Figure 1. Cell placement (run 1).
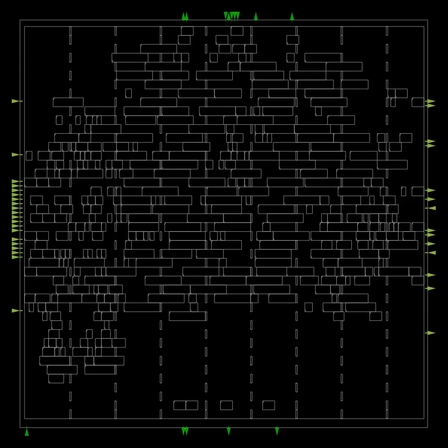
Figure 2. Sequential cells grouped by signal name (run 1).
Bar = 20 um. Other sequential cells in the stronger grey, the rest of the logic in the fainter grey.
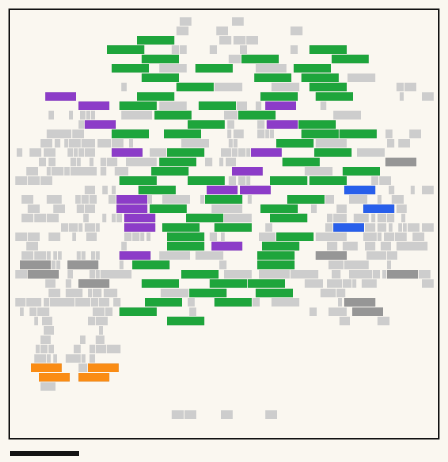
Figure 3. PDN straps and rails (run 1).
Bar = 20 um. Pins as bars on the die edge. Tap cells in grey.
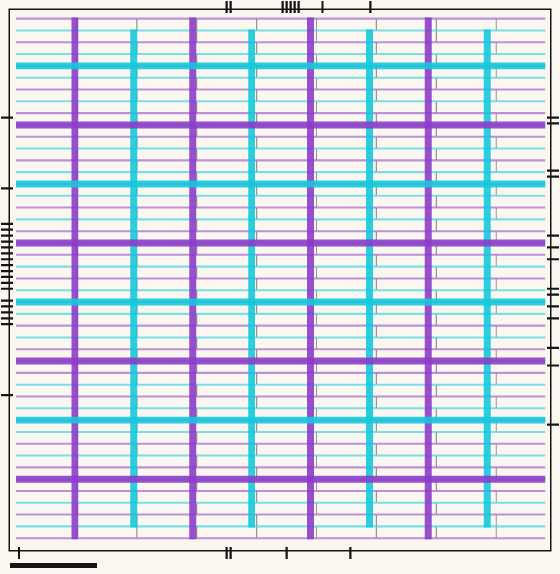
<file path="src/rtl/fir_pkg.sv">
// Purpose: shared constants, pointer type and saturation helper for the FIR output stage.
// Latency: n/a (declarations only).
// Backpressure: n/a.
package fir_pkg;

    // avg = (sum + RND_CONST) >> RND_SHIFT : divide-by-4 with round-half-up
    localparam int RND_CONST = 2;
    localparam int RND_SHIFT = 2;

    // Default FIFO depth and the matching pointer type (extra MSB separates full from empty)
    localparam int FIFO_DEPTH = 4;
    typedef logic [$clog2(FIFO_DEPTH):0] fifo_ptr_t;

    // Clamp an unsigned value to the largest w-bit number (w < 32)
    function automatic logic [31:0] sat_w(input logic [31:0] value, input int unsigned w);
        logic [31:0] max_v;
        max_v = (32'd1 << w) - 32'd1;
        return (value > max_v) ? max_v : value;
    endfunction

endpackage

</file>
<file path="src/rtl/sync_fifo.sv">
// Purpose: single-clock FIFO with combinational head, occupancy count and push+pop when full.
// Latency: a push is visible at the head one edge later; head_dat is 0 whenever empty.
// Backpressure: push is ignored when full unless a pop happens on the same edge.
module sync_fifo #(
    parameter int DEPTH = 4,
    parameter int W     = 16
) (
    input  logic                     clk,
    input  logic                     rst_n,
    input  logic                     push,
    input  logic [W-1:0]             push_dat,
    input  logic                     pop,
    output logic                     full,
    output logic                     empty,
    output logic [$clog2(DEPTH):0]   level,
    output logic [W-1:0]             head_dat
);

    localparam int AW = $clog2(DEPTH);
    localparam int PW = AW + 1;

    logic [PW-1:0] wr_ptr_q, wr_ptr_d;
    logic [PW-1:0] rd_ptr_q, rd_ptr_d;
    logic [W-1:0]  mem_q [DEPTH];
    logic          do_push;
    logic          do_pop;

    // Occupancy falls out of the pointer difference; the MSB makes full distinct from empty
    assign level    = wr_ptr_q - rd_ptr_q;
    assign full     = (level == PW'(DEPTH));
    assign empty    = (level == '0);
    assign do_pop   = pop & ~empty;
    assign do_push  = push & (~full | do_pop);
    assign head_dat = empty ? '0 : mem_q[rd_ptr_q[AW-1:0]];

    // Pointer advance for accepted pushes and pops
    always_comb begin
        wr_ptr_d = wr_ptr_q;
        rd_ptr_d = rd_ptr_q;
        if (do_push) wr_ptr_d = wr_ptr_q + PW'(1);
        if (do_pop)  rd_ptr_d = rd_ptr_q + PW'(1);
    end

    // Pointer registers, cleared asynchronously
    always_ff @(posedge clk or negedge rst_n) begin
        if (!rst_n) begin
            wr_ptr_q <= '0;
            rd_ptr_q <= '0;
        end else begin
            wr_ptr_q <= wr_ptr_d;
            rd_ptr_q <= rd_ptr_d;
        end
    end

    // Storage; when full with a pop the write lands in the slot being vacated
    always_ff @(posedge clk) begin
        if (do_push) mem_q[wr_ptr_q[AW-1:0]] <= push_dat;
    end

endmodule

</file>
<file path="src/rtl/fir_avg_decim.sv">
// Purpose: turn the 4-tap FIR sum into a rounded, saturated average, decimate, and buffer it.
// Latency: a kept sample sampled at edge N is at the FIFO head after edge N+1.
// Backpressure: out_valid/out_ready; a kept sample arriving at a full FIFO is dropped and flagged.
module fir_avg_decim
    import fir_pkg::*;
#(
    parameter int W     = 16,
    parameter int DEPTH = FIFO_DEPTH,
    parameter int DW    = 4
) (
    input  logic                     clk,
    input  logic                     reset,
    input  logic                     in_valid,
    input  logic [W+1:0]             in_data,
    input  logic [DW-1:0]            decim,
    output logic                     out_valid,
    output logic [W-1:0]             out_data,
    input  logic                     out_ready,
    output logic                     overflow,
    input  logic                     clr_ovf,
    output logic [$clog2(DEPTH):0]   level
);

    logic [DW-1:0] cnt_q, cnt_d;
    logic [DW-1:0] dlat_q, dlat_d;
    logic [DW-1:0] decim_eff;
    logic [DW-1:0] lim;
    logic [W+2:0]  avg_full;
    logic [W-1:0]  avg_sat;
    logic          keep;
    logic          rnd_vld_q, rnd_vld_d;
    logic [W-1:0]  rnd_dat_q, rnd_dat_d;
    logic          ovf_q, ovf_d;
    logic          fifo_full;
    logic          fifo_empty;
    logic          pop;

    // A decim of zero means "keep everything"
    assign decim_eff = (decim == '0) ? DW'(1) : decim;

    // Round-half-up divide by 4 at W+3 bits, then clamp to W bits
    assign avg_full = ({1'b0, in_data} + (W+3)'(RND_CONST)) >> RND_SHIFT;
    assign avg_sat  = W'(sat_w(32'(avg_full), W));

    assign keep      = in_valid & (cnt_q == '0);
    assign out_valid = ~fifo_empty;
    assign pop       = out_valid & out_ready;
    assign overflow  = ovf_q;

    // Decimation counter: the period is sampled from decim at the kept sample and held until the wrap
    always_comb begin
        cnt_d  = cnt_q;
        dlat_d = dlat_q;
        lim    = (cnt_q == '0) ? decim_eff : dlat_q;
        if (in_valid) begin
            if (cnt_q == '0) dlat_d = decim_eff;
            cnt_d = (cnt_q == lim - DW'(1)) ? '0 : cnt_q + DW'(1);
        end
    end

    // Round stage and sticky overflow (a new drop beats a clear on the same edge)
    always_comb begin
        rnd_vld_d = keep;
        rnd_dat_d = keep ? avg_sat : rnd_dat_q;
        ovf_d     = ovf_q;
        if (rnd_vld_q && fifo_full && !pop) ovf_d = 1'b1;
        else if (clr_ovf)                   ovf_d = 1'b0;
    end

    // Pipeline state, cleared asynchronously so in-flight samples vanish on reset
    always_ff @(posedge clk or negedge reset) begin
        if (!reset) begin
            cnt_q     <= '0;
            dlat_q    <= '0;
            rnd_vld_q <= 1'b0;
            rnd_dat_q <= '0;
            ovf_q     <= 1'b0;
        end else begin
            cnt_q     <= cnt_d;
            dlat_q    <= dlat_d;
            rnd_vld_q <= rnd_vld_d;
            rnd_dat_q <= rnd_dat_d;
            ovf_q     <= ovf_d;
        end
    end

    sync_fifo #(
        .DEPTH (DEPTH),
        .W     (W)
    ) u_fifo (
        .clk      (clk),
        .rst_n    (reset),
        .push     (rnd_vld_q),
        .push_dat (rnd_dat_q),
        .pop      (out_ready),
        .full     (fifo_full),
        .empty    (fifo_empty),
        .level    (level),
        .head_dat (out_data)
    );

endmodule

</file>
<file path="config.mk">
export PLATFORM = sky130hd
export DESIGN_NAME = fir_avg_decim
export DESIGN_NICKNAME = d
export VERILOG_FILES = /design/src/rtl/fir_pkg.sv /design/src/rtl/sync_fifo.sv /design/src/rtl/fir_avg_decim.sv
export SDC_FILE = /design/constraint.sdc
export NUM_CORES = 1
export LEC_CHECK = 0
export CORE_UTILIZATION = 30
export DETAILED_ROUTE_END_ITERATION = 12
export GPL_TIMING_DRIVEN = 0
export MAX_ROUTING_LAYER = met4
export PLACE_DENSITY = 0.58
export SETUP_SLACK_MARGIN = 0.2
export SLEW_MARGIN = 40
export SYNTH_ARGS = -nofsm -noshare
export SYNTH_HDL_FRONTEND = slang
export SYNTH_HIERARCHICAL = 1
export SYNTH_SLANG_ARGS = --single-unit
</file>
<file path="constraint.sdc">
create_clock -name clk -period 4.4 [get_ports clk]
set_clock_uncertainty 0.15 [all_clocks]
set_input_delay 0.88 -clock clk [delete_from_list [all_inputs] [get_ports clk]]
set_output_delay 0.88 -clock clk [all_outputs]
set_load 0.02 [all_outputs]
</file>
==> qor.csv, run 1 <==
metric,value,unit
status,completed,
grt_pass1_wl,15300,um
clk_pin_slew_worst_paths,0.06,ns
top_area_cell,edfxtp_1,
fp.dieW,124,um
fin_area,5500,sq um
grt-ovfl-total,0,
use_met2,0.210,
signal_buffers,59,
multi_input_comb_cells,196,
cts_sinks,96,
yosys-stat-area,4490,sq um
synth.top_cell.area_share,0.428,
grt_usage,0.133,
hold_class,in -> async,
cts_buffers,9,
use_met1,0.169,
clock_latency,0.34,ns
fp-utilization,0.308,
port_buffers,45,
wl_met2,4410,um
Back to the opening pictures, Figure 1:
Well Taps: 184
Flops: 96
fillers: 1,380
number of placement rows: 44

Back to the opening pictures, Figure 2:
colour	name in the netlist	sequential cells
purple	rnd_dat_q	16
blue	u_fifo/rd_ptr_q	3
green	u_fifo/mem_q	64
orange	cnt_q	4

Back to the opening pictures, Figure 3:
colour	net
purple	VSS
cyan	VDD
rows	44
tap cells	184
signal pins	48

-- run 1: layout by cell type, fill, tap and decap left out, types with 2 or more instances in the layout --
cell | netlist | layout
nand3_1 | 6 | 6
a31oi_1 | 10 | 10
clkbuf_8 | 0 | 2
nand4_1 | 5 | 5
xnor2_1 | 10 | 10
nor2_1 | 18 | 18
and2_2 | 0 | 3
ha_1 | 10 | 10
mux4_2 | 16 | 16
clkbuf_16 | 0 | 9
o311ai_0 | 2 | 2
dfrtp_1 | 32 | 32
buf_6 | 3 | 3
mux2i_1 | 7 | 7
nor3_1 | 5 | 5
clkinv_2 | 0 | 3
o21ai_0 | 9 | 9
xor2_1 | 7 | 7
nand2_1 | 27 | 27
nor3_2 | 2 | 2
nor2b_1 | 20 | 20
buf_2 | 3 | 4
a21oi_1 | 4 | 3
nand2b_1 | 4 | 4
mux2_4 | 2 | 2
clkdlybuf4s50_1 | 0 | 44
o311ai_1 | 2 | 2
clkbuf_1 | 3 | 3
inv_1 | 12 | 12
edfxtp_1 | 64 | 64
-- run 1: registers in the layout, indices dropped and copies added, names as in the netlist --
signal           cells
overflow             1
rnd_dat_q           16
rnd_vld_q            1
u_fifo/rd_ptr_q      3
dlat_q               4
u_fifo/wr_ptr_q      3
u_fifo/mem_q        64
cnt_q                4
-- run 1: worst max path at each step --
| stage | to | slack, ns | depth (start not counted) |
|---|---|---|---|
| CTS | out_data[12] | 0.36 | 8 |
| global route | out_data[10] | 0.23 | 8 |
| global placement | u_fifo/mem_q[3][12]$_DFFE_PP_ | 0.51 | 3 |
| floorplan | out_data[10] | 1.34 | 7 |
| detailed placement | out_data[14] | 0.73 | 8 |
| finish | out_data[12] | 0.42 | 8 |
==> run 2: changes to the inputs <==
--- a/config.mk
+++ b/config.mk
@@ -9,7 +9,9 @@
 export DETAILED_ROUTE_END_ITERATION = 12
 export GPL_TIMING_DRIVEN = 0
 export MAX_ROUTING_LAYER = met4
-export PLACE_DENSITY = 0.58
+export PLACE_DENSITY = 0.45
+export RECOVER_POWER = 50
+export REMOVE_ABC_BUFFERS = 1
 export SETUP_SLACK_MARGIN = 0.2
 export SLEW_MARGIN = 40
 export SYNTH_ARGS = -nofsm -noshare
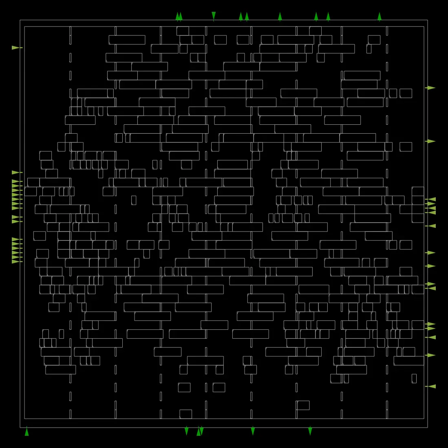
Figure 4: run 2, cell placement.
core area: 14,600 sq um
Non-Filler Instances: 556

==> run 2 against run 1 <==
Compared with the run above:
- sequential power grew 6%
- via count shrank 1.8%
- combinational power shrank 5%
- critical path depth shrank 1
- sequential share of layout area grew 0.75 points
- worst setup slack lost 0.066 ns
- wire length grew 1.4%
- clock-buffer cell count shrank 1
- global-route usage grew 0.15 points
- first-iteration DRC count grew 24%
- core utilization shrank 0.50 points
- area after synthesis is the same
- largest cell class unchanged
==> qor.csv, run 2 <==
metric,value,unit,change
p_sw,1.42,mW,
use_met1,0.172,,+0.00353
largest_reg_flops,64,,unchanged
std_cell_rows,44,,unchanged
clock_latency,0.34,ns,about the same
top_area_cell,edfxtp_1,,
cts_buffers,9,,unchanged
p_seq,1.49,mW,
crit_buf_inv,2,,
layout_top_cell,edfxtp_1,,
synth-edff-count,64,,
use_met2,0.207,,-0.00325
status,completed,,
fp-utilization,0.308,,unchanged
fillers,1393,,+0.94%
p_per_area,730,nW/um^2,
fp.dieW,124,um,unchanged
grt_usage,0.134,,+0.00153
cts_sinks,96,,unchanged
port_buffers,46,,+2.2%
io_pins,48,,
grt_pass1_wl,15400,um,+0.27%
crit_cells,7,,-1
clk_pin_slew_worst_paths,0.07,ns,about the same
required,3.37,ns,
lay_top_cells,"edfxtp_1 (64), clkdlybuf4s50_1 (42), dfrtp_1 (30)",,
yosys-stat-area,4490,sq um,unchanged
## run 2: cell counts after synthesis
Identical to the previous run, type by type.
## run 2: repair_timing
item,CTS,global route
pin swaps,1,0
setup endpoints to repair,17,13
setup buffers,2,2
resized,1,0
## run 2: logic make-up (layout without fill, tap and decap cells)
group / after synthesis / after routing / share of synthesized area
adder cells (fa/ha/maj): 11 / 11 / 0.0323
AND/OR/NAND/NOR: 106 / 106 / 0.136
multiplexers: 25 / 25 / 0.102
buffers and inverters: 24 / 80 / 0.0270
flip-flops: 96 / 96 / 0.606
AND-OR/OR-AND: 36 / 36 / 0.0574
XOR/XNOR: 18 / 18 / 0.0387
## run 2: path summary, 6_finish.rpt
path / to / from / slack, ns
max: out_data[2] / u_fifo/rd_ptr_q[0]$_DFFE_PN0P_ / 0.36
min: overflow$_DFFE_PN0P_ / overflow$_DFFE_PN0P_ / 0.37
max reg2reg: u_fifo/mem_q[1][14]$_DFFE_PP_ / u_fifo/rd_ptr_q[0]$_DFFE_PN0P_ / 0.91
min reg2reg: overflow$_DFFE_PN0P_ / overflow$_DFFE_PN0P_ / 0.37
max in group asynchronous: rnd_dat_q[2]$_DFFE_PN0P_ / reset / 2.08
min in group asynchronous: u_fifo/rd_ptr_q[2]$_DFFE_PN0P_ / reset / 0.47
## run 2: final cells by class
class                   instances  area share
multi-input cells             196       0.304
clock buffers                  10      0.0440
inverters                      12     0.00829
flip-flops and latches         96       0.502
clock inverters                 6     0.00461
well taps                     184      0.0424
repair buffers                 52      0.0949
## run 2: worst register-to-register path: stages, from the launching register on
cell and delay (ns):
dfrtp_4 0.65, ha_1 0.26, fa_1 0.44, xor3_2 0.36, buf_4 0.18, a21boi_0 0.50
and2_2 0.59
==> run 3: changes to the inputs <==
--- a/config.mk
+++ b/config.mk
@@ -8,6 +8,7 @@
 export CORE_UTILIZATION = 30
 export DETAILED_ROUTE_END_ITERATION = 12
 export GPL_TIMING_DRIVEN = 0
+export HOLD_SLACK_MARGIN = 0.12
 export MAX_ROUTING_LAYER = met4
 export PLACE_DENSITY = 0.45
 export RECOVER_POWER = 50
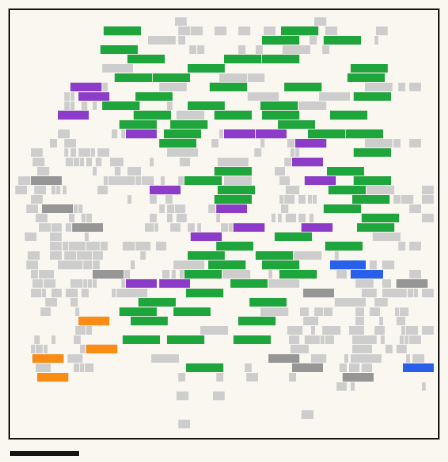
Figure 5: run 3, sequential cells grouped by signal name.
Bar = 20 um. Other sequential cells in the stronger grey, the rest of the logic in the fainter grey.
colour	name in the netlist	sequential cells
purple	rnd_dat_q	16
green	u_fifo/mem_q	64
orange	cnt_q	4
blue	u_fifo/rd_ptr_q	3
not coloured	9
Storage cell area: 2730 sq um
Seq/total area: 0.502
Core Util, Final: 0.372
seq pwr: 1.49 mW

==> run 3 against run 2 <==
Compared with the run above:
- power is the same
- critical path depth is the same
- clock-buffer cell count stayed put
- core utilization unchanged
- maximum frequency is the same
- synthesized cell count unchanged
- register-to-register slack about the same
- largest power group unchanged
- highest routed layer unchanged
==> qor.csv, run 3 <==
metric,value,unit,change
cts_buffers,9,,unchanged
instances_no_fill,556,,unchanged
core,14600,sq um,unchanged
grt_usage,0.134,,unchanged
grt_pass1_wl,15400,um,unchanged
largest_reg_flops,64,,unchanged
fp.dieW,124,um,unchanged
clk_pin_slew_worst_paths,0.07,ns,about the same
timing.rr.start,u_fifo/rd_ptr_q[0]$_DFFE_PN0P_,,
clock_latency,0.34,ns,about the same
cts_sinks,96,,unchanged
io_pins,48,,unchanged
status,completed,,
p_sw,1.42,mW,unchanged
crit_buf_inv,2,,unchanged
worstHoldStart,overflow$_DFFE_PN0P_,,
layout_top_cell,edfxtp_1,,
fp-utilization,0.308,,unchanged
required,3.37,ns,about the same
top_area_cell,edfxtp_1,,
-- run 3: cell counts after synthesis --
No cell type changed its count.
-- run 3: metal layers --
metal | global-route usage | vias to the layer above | wire length (um)
met5 | - | - | 0
met4 | 0.0319 | 0 | 86
met3 | 0.0417 | 7 | 423
met2 | 0.207 | 54 | 4380
met1 | 0.172 | 1311 | 4440
li1 | - | 1280 | -
-- run 3: timing repair --
item                                   in CTS  in global routing
endpoints found under the hold margin       0                  0
pin swaps                                   1                  0
gates resized                               1                  0
buffers inserted                            2                  2
gates cloned                                0                  0
setup endpoints to repair                  17                 13
-- run 3: cells by family (layout without fill, tap and decap cells) --
logic type,count (synthesis),after routing,synth area share
AND/OR/NAND/NOR,106,106,0.136
flip-flops,96,96,0.606
AND-OR/OR-AND,36,36,0.0574
multiplexers,25,25,0.102
buffers and inverters,24,80,0.0270
XOR/XNOR,18,18,0.0387
adder cells (fa/ha/maj),11,11,0.0323
-- run 3: layout make-up --
type                       count  area [sq um]
multi-input combinational    196          1650
fill                        1393          9160
clock buffer                  10           239
inverter                      12          45.0
clock inverter                 6          25.0
sequential                    96          2730
timing repair buffer          52           515
tap                          184           230
-- run 3: path summary, 6_finish.rpt --
| kind | to | slack (ns) | cells after the start |
|---|---|---|---|
| min reg2reg | overflow$_DFFE_PN0P_ | 0.37 | 2 |
| min in group asynchronous | u_fifo/rd_ptr_q[2]$_DFFE_PN0P_ | 0.47 | 1 |
| max | out_data[2] | 0.36 | 7 |
| max reg2reg | u_fifo/mem_q[1][14]$_DFFE_PP_ | 0.91 | 6 |
| min | overflow$_DFFE_PN0P_ | 0.37 | 2 |
| max in group asynchronous | rnd_dat_q[2]$_DFFE_PN0P_ | 2.08 | 2 |
Power and IR drop assume default switching activity.
